`config.mk`:
```
export PLATFORM = sky130hd
export DESIGN_NAME = ring_meas_sched
export DESIGN_NICKNAME = d
export VERILOG_FILES = /design/src/rtl/ring_meas_sched.sv
export SDC_FILE = /design/constraint.sdc
export NUM_CORES = 1
export LEC_CHECK = 0
export CORE_ASPECT_RATIO = 1.2
export CORE_MARGIN = 2
export CORE_UTILIZATION = 58
export CTS_BUF_LIST = sky130_fd_sc_hd__clkbuf_4
export DETAILED_ROUTE_END_ITERATION = 10
export PLACE_DENSITY = 0.82
export SYNTH_ARGS = -nofsm -noshare
export SYNTH_HDL_FRONTEND = slang
export SYNTH_SLANG_ARGS = --single-unit
```
`constraint.sdc`:
```
create_clock -name i_clk -period 3.2 [get_ports i_clk]
set_input_delay 0.48 -clock i_clk [delete_from_list [all_inputs] [get_ports i_clk]]
set_output_delay 0.48 -clock i_clk [all_outputs]
set_load 0.03 [all_outputs]
```
`src/rtl/ring_meas_sched.sv`:
```
// Ring-oscillator measurement scheduler: steps the grey-coded channel select and sequences clear/gate/latch/dwell.
// Optional sweep counter port o_sweeps is enabled by defining RING_MEAS_SCHED_STAT_EN.
`timescale 1ns/1ps

module ring_meas_sched #(
    parameter int unsigned P_SETTLE = 16,
    parameter int unsigned P_GATE   = 10_000,
    parameter int unsigned P_DWELL  = 60_000
) (
    input  logic       i_clk,
    input  logic       i_rst_n,
    input  logic       i_en,
    input  logic       i_auto,
    input  logic       i_hold,
    input  logic [5:0] i_man_sel,
    output logic [5:0] o_sel,
    output logic [3:0] o_idx,
    output logic       o_clr,
    output logic       o_gate,
    output logic       o_latch,
    output logic       o_busy,
    output logic       o_bad
`ifdef RING_MEAS_SCHED_STAT_EN
    ,
    output logic [7:0] o_sweeps
`endif
);

    typedef enum logic [2:0] {
        S_IDLE,
        S_CLEAR,
        S_SETTLE,
        S_GATE,
        S_LATCH,
        S_DWELL,
        S_ADVANCE
    } state_t;

    localparam logic [19:0] L_SETTLE = 20'(P_SETTLE - 1);
    localparam logic [19:0] L_GATE   = 20'(P_GATE - 1);
    localparam logic [19:0] L_DWELL  = 20'(P_DWELL - 1);

    state_t      state_q, state_d;
    logic [19:0] timer_q, timer_d;
    logic [3:0]  idx_q, idx_d;
    logic [5:0]  sel_q;
    logic        clr_q, gate_q, latch_q, busy_q, bad_q, bad_d;
    logic        step;
    logic        enter;
    logic [4:0]  man_dec;

    // Channel index -> grey-coded ring select.
    function automatic logic [5:0] idx_to_sel(input logic [3:0] idx);
        logic [5:0] s;
        s = 6'b000001;
        case (idx)
            4'd0:    s = 6'b000001;
            4'd1:    s = 6'b000011;
            4'd2:    s = 6'b000010;
            4'd3:    s = 6'b000110;
            4'd4:    s = 6'b000100;
            4'd5:    s = 6'b001100;
            4'd6:    s = 6'b001000;
            4'd7:    s = 6'b011000;
            4'd8:    s = 6'b010000;
            4'd9:    s = 6'b110000;
            default: s = 6'b000001;
        endcase
        return s;
    endfunction

    // Returns {valid, idx}; valid=0 for any code outside the channel table.
    function automatic logic [4:0] sel_decode(input logic [5:0] code);
        logic [4:0] r;
        r = '0;
        case (code)
            6'b000001: r = {1'b1, 4'd0};
            6'b000011: r = {1'b1, 4'd1};
            6'b000010: r = {1'b1, 4'd2};
            6'b000110: r = {1'b1, 4'd3};
            6'b000100: r = {1'b1, 4'd4};
            6'b001100: r = {1'b1, 4'd5};
            6'b001000: r = {1'b1, 4'd6};
            6'b011000: r = {1'b1, 4'd7};
            6'b010000: r = {1'b1, 4'd8};
            6'b110000: r = {1'b1, 4'd9};
            default:   r = '0;
        endcase
        return r;
    endfunction

    assign man_dec = sel_decode(i_man_sel);
    assign step    = (state_q == S_ADVANCE) && i_en;
    assign enter   = (state_q == S_IDLE) && i_en;

    always_comb begin
        state_d = state_q;
        timer_d = timer_q;
        idx_d   = idx_q;
        bad_d   = 1'b0;

        case (state_q)
            S_IDLE: begin
                if (i_en) begin
                    state_d = S_CLEAR;
                end
            end
            S_CLEAR: begin
                state_d = S_SETTLE;
                timer_d = L_SETTLE;
            end
            S_SETTLE: begin
                if (timer_q == '0) begin
                    state_d = S_GATE;
                    timer_d = L_GATE;
                end else begin
                    timer_d = timer_q - 20'd1;
                end
            end
            S_GATE: begin
                if (timer_q == '0) begin
                    state_d = S_LATCH;
                    timer_d = '0;
                end else begin
                    timer_d = timer_q - 20'd1;
                end
            end
            S_LATCH: begin
                state_d = S_DWELL;
                timer_d = L_DWELL;
            end
            S_DWELL: begin
                if (timer_q == '0) begin
                    state_d = S_ADVANCE;
                    timer_d = '0;
                end else begin
                    timer_d = timer_q - 20'd1;
                end
            end
            S_ADVANCE: begin
                state_d = S_CLEAR;
            end
            default: begin
                state_d = S_IDLE;
                timer_d = '0;
            end
        endcase

        // Abort wins over any phase transition; channel is left untouched.
        if (state_q != S_IDLE && !i_en) begin
            state_d = S_IDLE;
            timer_d = '0;
        end

        // Channel selection only at a boundary; auto restart from IDLE keeps the current channel.
        if (step || (enter && !i_auto)) begin
            if (i_auto) begin
                if (!i_hold) begin
                    idx_d = (idx_q == 4'd9) ? 4'd0 : idx_q + 4'd1;
                end
            end else if (man_dec[4]) begin
                idx_d = man_dec[3:0];
            end else begin
                bad_d = 1'b1;
            end
        end
    end

    always_ff @(posedge i_clk) begin
        if (!i_rst_n) begin
            state_q <= S_IDLE;
            timer_q <= '0;
            idx_q   <= '0;
            sel_q   <= 6'b000001;
            clr_q   <= 1'b0;
            gate_q  <= 1'b0;
            latch_q <= 1'b0;
            busy_q  <= 1'b0;
            bad_q   <= 1'b0;
        end else begin
            state_q <= state_d;
            timer_q <= timer_d;
            idx_q   <= idx_d;
            sel_q   <= idx_to_sel(idx_d);
            clr_q   <= (state_d == S_CLEAR);
            gate_q  <= (state_d == S_GATE);
            latch_q <= (state_d == S_LATCH);
            busy_q  <= (state_d != S_IDLE);
            bad_q   <= bad_d;
        end
    end

    assign o_sel   = sel_q;
    assign o_idx   = idx_q;
    assign o_clr   = clr_q;
    assign o_gate  = gate_q;
    assign o_latch = latch_q;
    assign o_busy  = busy_q;
    assign o_bad   = bad_q;

`ifdef RING_MEAS_SCHED_STAT_EN
    logic [7:0] sweeps_q;
    logic       wrap;

    assign wrap = step && i_auto && !i_hold && (idx_q == 4'd9);

    always_ff @(posedge i_clk) begin
        if (!i_rst_n) begin
            sweeps_q <= '0;
        end else if (wrap) begin
            sweeps_q <= sweeps_q + 8'd1;
        end
    end

    assign o_sweeps = sweeps_q;
`endif

endmodule

```
==> out/metrics.cfg, run 1 <==
[routing]
totalWireLength_microns = 5080
drt-pass1-iter-count = 4
route.detailed.drc = 0
detail-route-antenna-nets = 0
top_layer = met4
wl_met1_microns = 2200
met2_length_microns = 2550
dr_wl_met3_microns = 243

[power]
powerDensity_nw_per_um2 = 477
powerComb_mw = 0.331
power.internal_mw = 0.868
clockPowerShare_pct = 32.1
clock_power_mw = 0.402
swShare_pct = 30.6
p_sw_mw = 0.383
vdd_drop_max_mv = 0.350
p_comb_share_pct = 26.5
p_seq_share_pct = 41.4
p_leak_nw = 0.973
sequentialPower_mw = 0.518

[cells_and_area]
stdcell_area_sq_um = 2620
seq_area_sq_um = 761
drive_gt1_share_pct = 6.05
n_antenna_cell = 0
syn_to_final_growth_pct = 17.2
ff_count = 38
logic_gates = 231
sh_comb_area_pct = 53.0
finalNonFillerCells = 366
lay_top_count = dfxtp_1
logic_area_sq_um = 1390
num-fill-cells = 328
inv_count = 9
final_cell_mix = dfxtp_1, nor2_1, a21oi_1

[synth]
synth_area_per_cell_sq_um = 7.71
ff_type = dfxtp_1
simple_gate_share_pct = 32.2
syn_area_sq_um = 2240
yosysUniqueCellTypes = 57
syn_nets = 302
ys.warnings.count = 0
synthAoiAreaFrac_pct = 27.0
ys_chip_area_sq_um = 2240
mux_share_pct = 0
synth-edff-count = 0
ys_sh_xor_pct = 1.96
ys_cells = 290
synthCells = 290
ys_ff = 38
synthTopLogicFamily = simple AND/OR/NAND/NOR gates
ys_seq_share_pct = 34.0

[global_route]
grt_pass1_wl_microns = 8820
grt_max_degree = 18
use_met2_pct = 42.4
grt_pass1_vias = 1986
met3_usage_pct = 5.17
gr-total-overflow = 0
antenna_found_initial = 0
grt_util_met1_pct = 32.8

[clocking]
h-tree-depth = 2
insertion_delay_ns = 0.35
clkTransAtPathRegs_ns = 0.12
clk_path_buf_depth = 2
cts-resized-gates = 0
postCtsHoldBufs = 0
cts_tree = built
cts_buffers = 5
clock_sinks = 38
cts-root-buf = clkbuf_4
post_cts_buffers = 0

[timing]
finalCritPeriodShare_pct = 83.7
setup_ws_ns = 0.523
period_minus_slack_ns = 2.68
fmax_mhz = 374
rsz0062_at_grt = false
finalSetupViolCount = 0
final_hold_viol_count = 0
worstMarginPinSlew_ns = 0.805
final_max_slew_viol_count = 0
fin_skew_ns = 0.00738

[run_status]
run_status = complete, no violations

[setup_path]
required_ns = 3.41
startpoint_type = flip-flop
worstPathArrival_ns = 2.88
path_max_fanout = 17
reg2regPathDepth = 8
crit_type = reg -> reg

[min_path]
hp-class = reg -> reg

[placed_design]
postPlaceCellArea_sq_um = 2520
dp_cells = 358
place_hpwl_microns = 3650
place.gp.congestion = 0.884
dp_slack_ns = 0.388

[floorplanning]
dieArea_sq_um = 4370
io_pins = 26
die_x_microns = 60.7
tap_cells = 52
die_y_microns = 72.0
fp_util_pct = 61.1

[flow_run]
maxCapViolations = 0
warning_count = 26

-- run 1: path summary, 6_finish.rpt --
check                           slack (ns)        start           to
worst min register to register        0.48  timer_q[10]  timer_q[10]
worst max register to register        0.52   timer_q[0]  timer_q[15]
worst min-delay path                  0.48  timer_q[10]  timer_q[10]
worst max-delay path                  0.52   timer_q[0]  timer_q[15]
-- run 1: state kept, by name, indices dropped and copies added, names as in the netlist --
signal,flops
timer_q,20
o_sel,6
o_idx,4
state_q,3
o_bad,1
o_busy,1
o_clr,1
o_gate,1
o_latch,1
-- run 1: worst max-delay path, cell delays in order, from the launching register on --
cell and delay, ns:
dfxtp_1 0.36, inv_1 0.07, ha_1 0.23, or4b_1 0.58, nor4_1 0.51, a21o_2 0.40
o21ai_0 0.14, a21oi_1 0.17, a21oi_1 0.08
-- run 1: synthesized netlist by cell type (2+ instances only) --
library cell	instances	share of area, %
a31oi_1	5	1.4
and2_1	4	1.1
o31ai_1	2	0.67
nand2b_1	8	2.2
a221oi_1	2	0.78
a32oi_1	2	0.78
or2_2	3	0.84
nand2_1	18	3.0
or3b_2	2	0.78
o211ai_1	2	0.67
o211a_1	3	1.3
xnor2_1	2	0.78
and3_1	4	1.1
a2111oi_0	2	0.78
a21o_1	2	0.67
clkbuf_1	10	1.7
nor2_1	33	5.5
xor2_1	3	1.2
a22oi_1	3	1.0
nand3b_1	4	1.3
or3_1	5	1.4
inv_1	9	1.5
nand3_1	6	1.3
dfxtp_1	38	34
nor2b_1	8	2.2
nand4_1	2	0.56
nor4_1	6	1.7
o21ai_0	21	4.7
nor3b_1	6	2.0
o21a_1	3	1.0
a21oi_1	29	6.5
o221ai_1	2	0.78
nor3_1	10	2.2
or4_1	4	1.3
a211oi_1	5	1.7
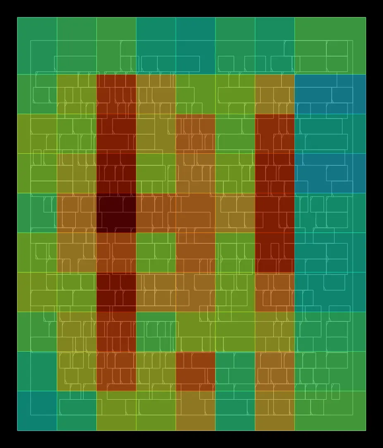
**Above:** run 1 (track usage over the die).
WL/cell: 13.9 microns
Most Crowded Layer GR: met2
total routing usage reported by global routing: 26.0%

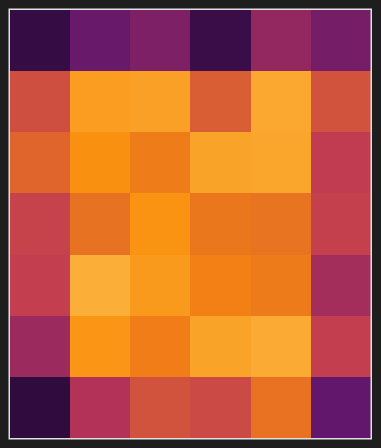
**Above:** run 1 (cell density map).
The die is cut into 6 by 7 equal tiles; black is low, pale yellow is high, 0 to 100% covered.
fullest tile	83%
tiles over 75% full	29%
densest ninth of the die	middle
Final Core Density: 71.6%
core box area: 3660 sq um

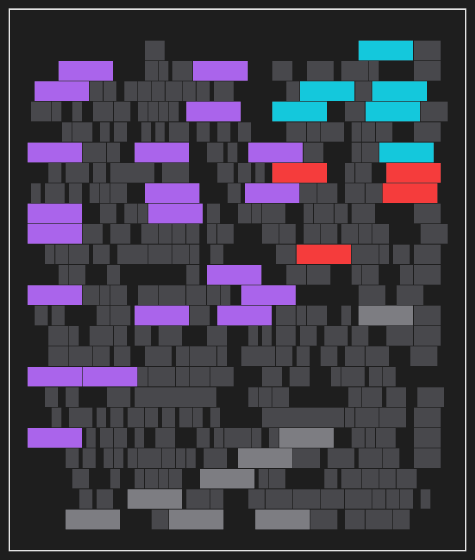
**Above:** run 1 (sequential cells grouped by signal name).
Other sequential cells in the stronger gray, the rest of the logic in the fainter gray.
netlist name	color	placed flops
timer_q	purple	20
o_idx	red	4
o_sel	cyan	6
not colored	8

**Run 1: cells by drive strength**

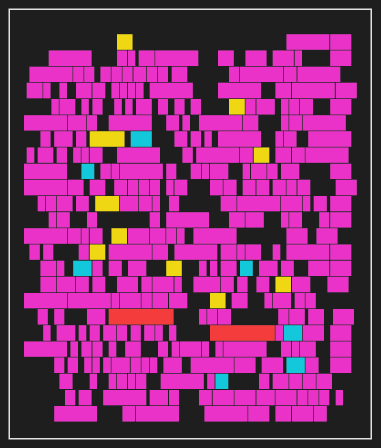

==> inputs of run 2 (changes only) <==
==> constraint.sdc (replaced) <==
create_clock -name i_clk -period 2.5 [get_ports i_clk]
set_input_delay 0.375 -clock i_clk [delete_from_list [all_inputs] [get_ports i_clk]]
set_output_delay 0.375 -clock i_clk [all_outputs]
set_load 0.03 [all_outputs]
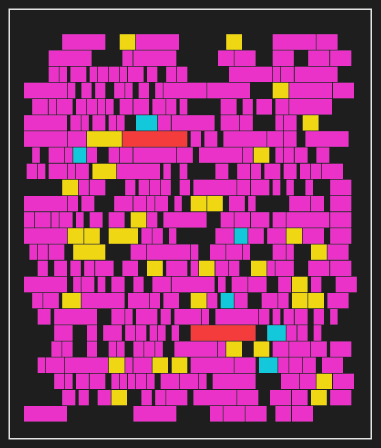
**Above:** run 2 (cells by drive strength).
size	color	cells	share
_6 and larger	red	2	0.60%
_3 and _4 cells	yellow	33	9.9%
_2 cells	cyan	6	1.8%
_0 and _1 cells	magenta	293	88%
Final Cell Area: 2790 sq um
post-route setup slack: 0.0907 ns

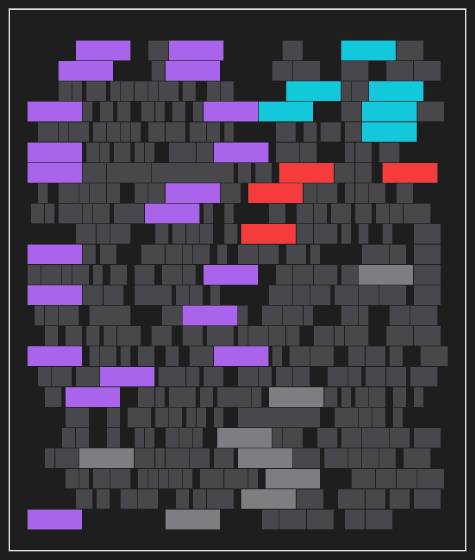
**Above:** run 2 (sequential cells grouped by signal name).
Other sequential cells in the stronger gray, the rest of the logic in the fainter gray.
netlist name	color	placed flops
o_idx	red	4
o_sel	cyan	6
timer_q	purple	20
Seq area share: 27.3%
sequential power: 0.660 mW
Final Core Density: 76.1%

==> out/metrics.cfg, run 2 <==
[run_status]
run_status = complete, no violations  ; unchanged

[synth]
ys_cells = 290  ; unchanged
synth_area_per_cell_sq_um = 7.71  ; unchanged
ff_type = dfxtp_1  ; unchanged
synthCells = 290  ; unchanged
topCellsByArea = dfxtp_1, a21oi_1, nor2_1  ; unchanged
ys_ff = 38  ; unchanged
top_cell = dfxtp_1  ; unchanged
async_flop_share_pct = 0  ; unchanged
synth-edff-count = 0  ; unchanged
syn_nets = 302  ; unchanged
ys.warnings.count = 0  ; unchanged
largest_area_cell = dfxtp_1  ; unchanged
ys_chip_area_sq_um = 2240  ; unchanged
syn_area_sq_um = 2240  ; unchanged
ys_seq_share_pct = 34.0  ; unchanged
top_cell_area_share_pct = 34.0  ; unchanged

[routing]
drt-pass1-iter-count = 4  ; unchanged
met2_length_microns = 2760  ; was 2550 microns
route.detailed.drc = 0  ; unchanged
detail-route-antenna-nets = 0  ; unchanged
wire_per_inst_microns = 14.2  ; was 13.9 microns
dr_wl_met3_microns = 232  ; was 243 microns
totalWireLength_microns = 5470  ; was 5080 microns
top_layer = met4  ; unchanged
wl_met1_microns = 2330  ; was 2200 microns
viasPerCell = 6.06  ; was 6.05

[power]
vdd_drop_max_mv = 0.441  ; was 0.350 mV
p_leak_nw = 1.07  ; was 0.973 nW
powerDensity_nw_per_um2 = 601  ; was 477 nW/um^2

[setup_path]
startpoint_type = flip-flop  ; unchanged
reg2regPathDepth = 8  ; unchanged
path_max_fanout = 5  ; was 17
cpMaxStageDelayCell = or4b_4  ; was or4b_1
cp_num_cells = 8  ; unchanged
crit_family = simple AND/OR/NAND/NOR gates  ; unchanged
r2r_slack_ns = 0.09  ; was 0.52 ns
crit_chain = inv_1 > ha_1 > or4b_4 > or3_4 > nor3_4 > a21oi_1 > a211o_1 > a31oi_1  ; was inv_1 > ha_1 > or4b_1 > nor4_1 > a21o_2 > o21ai_0 > a21oi_1 > a21oi_1
cp_num_buf_inv = 1  ; unchanged
worstPathArrival_ns = 2.69  ; was 2.88 ns
crit_type = reg -> reg  ; unchanged
slowest_delay_ns = 0.51  ; was 0.58 ns
required_ns = 2.78  ; was 3.41 ns

[timing]
final_hold_viol_count = 0  ; unchanged
final_max_slew_viol_count = 0  ; unchanged
worstMarginPinSlew_ns = 0.803  ; was 0.805 ns
fmax_mhz = 415  ; was 374 MHz
finalSetupViolCount = 0  ; unchanged
period_minus_slack_ns = 2.41  ; was 2.68 ns
finalSetupTns_ns = 0  ; unchanged
finalCritPeriodShare_pct = 96.4  ; was 83.7%
rsz0062_at_grt = false  ; unchanged
fin_skew_ns = 0.00934  ; was 0.00738 ns

[global_route]
met3_usage_pct = 5.35  ; was 5.17%
grt_use_total_pct = 27.2  ; was 26.0%
grt_pass1_wl_microns = 9180  ; was 8820 microns
use_met2_pct = 47.8  ; was 42.4%
grt_max_degree = 20  ; was 18
top_usage_layer = met2  ; unchanged
gr-total-overflow = 0  ; unchanged
grt_pass1_vias = 2150  ; was 1986
grt_util_met1_pct = 31.4  ; was 32.8%
antenna_found_initial = 0  ; unchanged

[placed_design]
place.gp.congestion = 0.889  ; was 0.884
place_hpwl_microns = 3940  ; was 3650 microns
dp_cells = 378  ; was 358
postPlaceCellArea_sq_um = 2670  ; was 2520 sq um
dp_slack_ns = -0.117  ; was 0.388 ns

[clocking]
cts-root-buf = clkbuf_4  ; unchanged
insertion_delay_ns = 0.36  ; was 0.35 ns
postCtsHoldBufs = 0  ; unchanged
clkTransAtPathRegs_ns = 0.12  ; about the same
cts_buffers = 5  ; unchanged
h-tree-depth = 2  ; unchanged
clock_sinks = 38  ; unchanged
clk_path_buf_depth = 2  ; unchanged
cts_tree = built  ; unchanged

[cells_and_area]
final_cell_mix = dfxtp_1, nor2_1, a21oi_1  ; unchanged
logic_area_sq_um = 1400  ; was 1390 sq um
largest_register_ffs = 20  ; unchanged
n_antenna_cell = 0  ; unchanged
finalNonFillerCells = 386  ; was 366
top_register = timer_q  ; unchanged
num-fill-cells = 304  ; was 328
seq_area_sq_um = 761  ; unchanged
lay_top_count = dfxtp_1  ; unchanged
drive_gt1_share_pct = 12.3  ; was 6.05%

[floorplanning]
row_count = 24  ; unchanged
die_x_microns = 60.7  ; unchanged
dieArea_sq_um = 4370  ; unchanged
io_pins = 26  ; unchanged
core_area_sq_um = 3660  ; unchanged
fp_util_pct = 61.1  ; unchanged
die_y_microns = 72.0  ; unchanged

[flow_run]
warning_count = 26  ; unchanged
maxCapViolations = 0  ; unchanged

[min_path]
hp-class = reg -> reg  ; unchanged

-- run 2: path summary, 6_finish.rpt --
check | startpoint | end
worst min-delay path | timer_q[10] | timer_q[10]
worst max register to register | timer_q[1] | timer_q[3]
worst max-delay path | timer_q[1] | timer_q[3]
worst min register to register | timer_q[10] | timer_q[10]
-- run 2: timing repair --
item	4_1_cts	5_1_grt
endpoints found under the setup margin	0	13
gates resized	0	2
setup buffers	0	0
-- run 2: area by class of cell --
cell class	instances	share of cell area, %
Multi-Input combinational cell	231	50.2
Sequential cell	38	27.3
Timing Repair Buffer	48	15.2
Clock inverter	3	2.47
Tap cell	52	2.33
Clock buffer	5	1.35
Inverter	9	1.21
-- run 2: stage by stage --
stage / total power [mW] / hold WS [ns]
after floorplan: 0.985 / 0.444
after global placement: 1.14 / 0.455
after detailed placement: 1.15 / 0.483
after CTS: 1.68 / 0.499
after global routing: 1.76 / 0.508
final: 1.68 / 0.492
-- run 2: cells by family after synthesis --
| group | after synthesis | share of synthesized area [%] |
|---|---|---|
| adders and majority gates | 2 | 1.01 |
| AOI/OAI and AO/OA | 94 | 27.0 |
| DFF | 38 | 34.0 |
| buffers and inverters | 21 | 3.91 |
| and+or+nand+nor | 130 | 32.2 |
| xor gates and xnor gates | 5 | 1.96 |
-- run 2: worst register-to-register path, cell delays in order, from the launching register on --
cell and delay, ns:
dfxtp_1 0.35, inv_1 0.06, ha_1 0.18, or4b_4 0.51, or3_4 0.38, nor3_4 0.25
a21oi_1 0.11, a211o_1 0.30, a31oi_1 0.18
-- run 2: power by group --
group          internal [mW]  leakage [nW]  switching [mW]
sequential             0.633         0.309          0.0272
clock                  0.313        0.0554           0.215
combinational          0.213         0.711           0.276
No activity file was given, so power comes from the tool's default toggle rates.
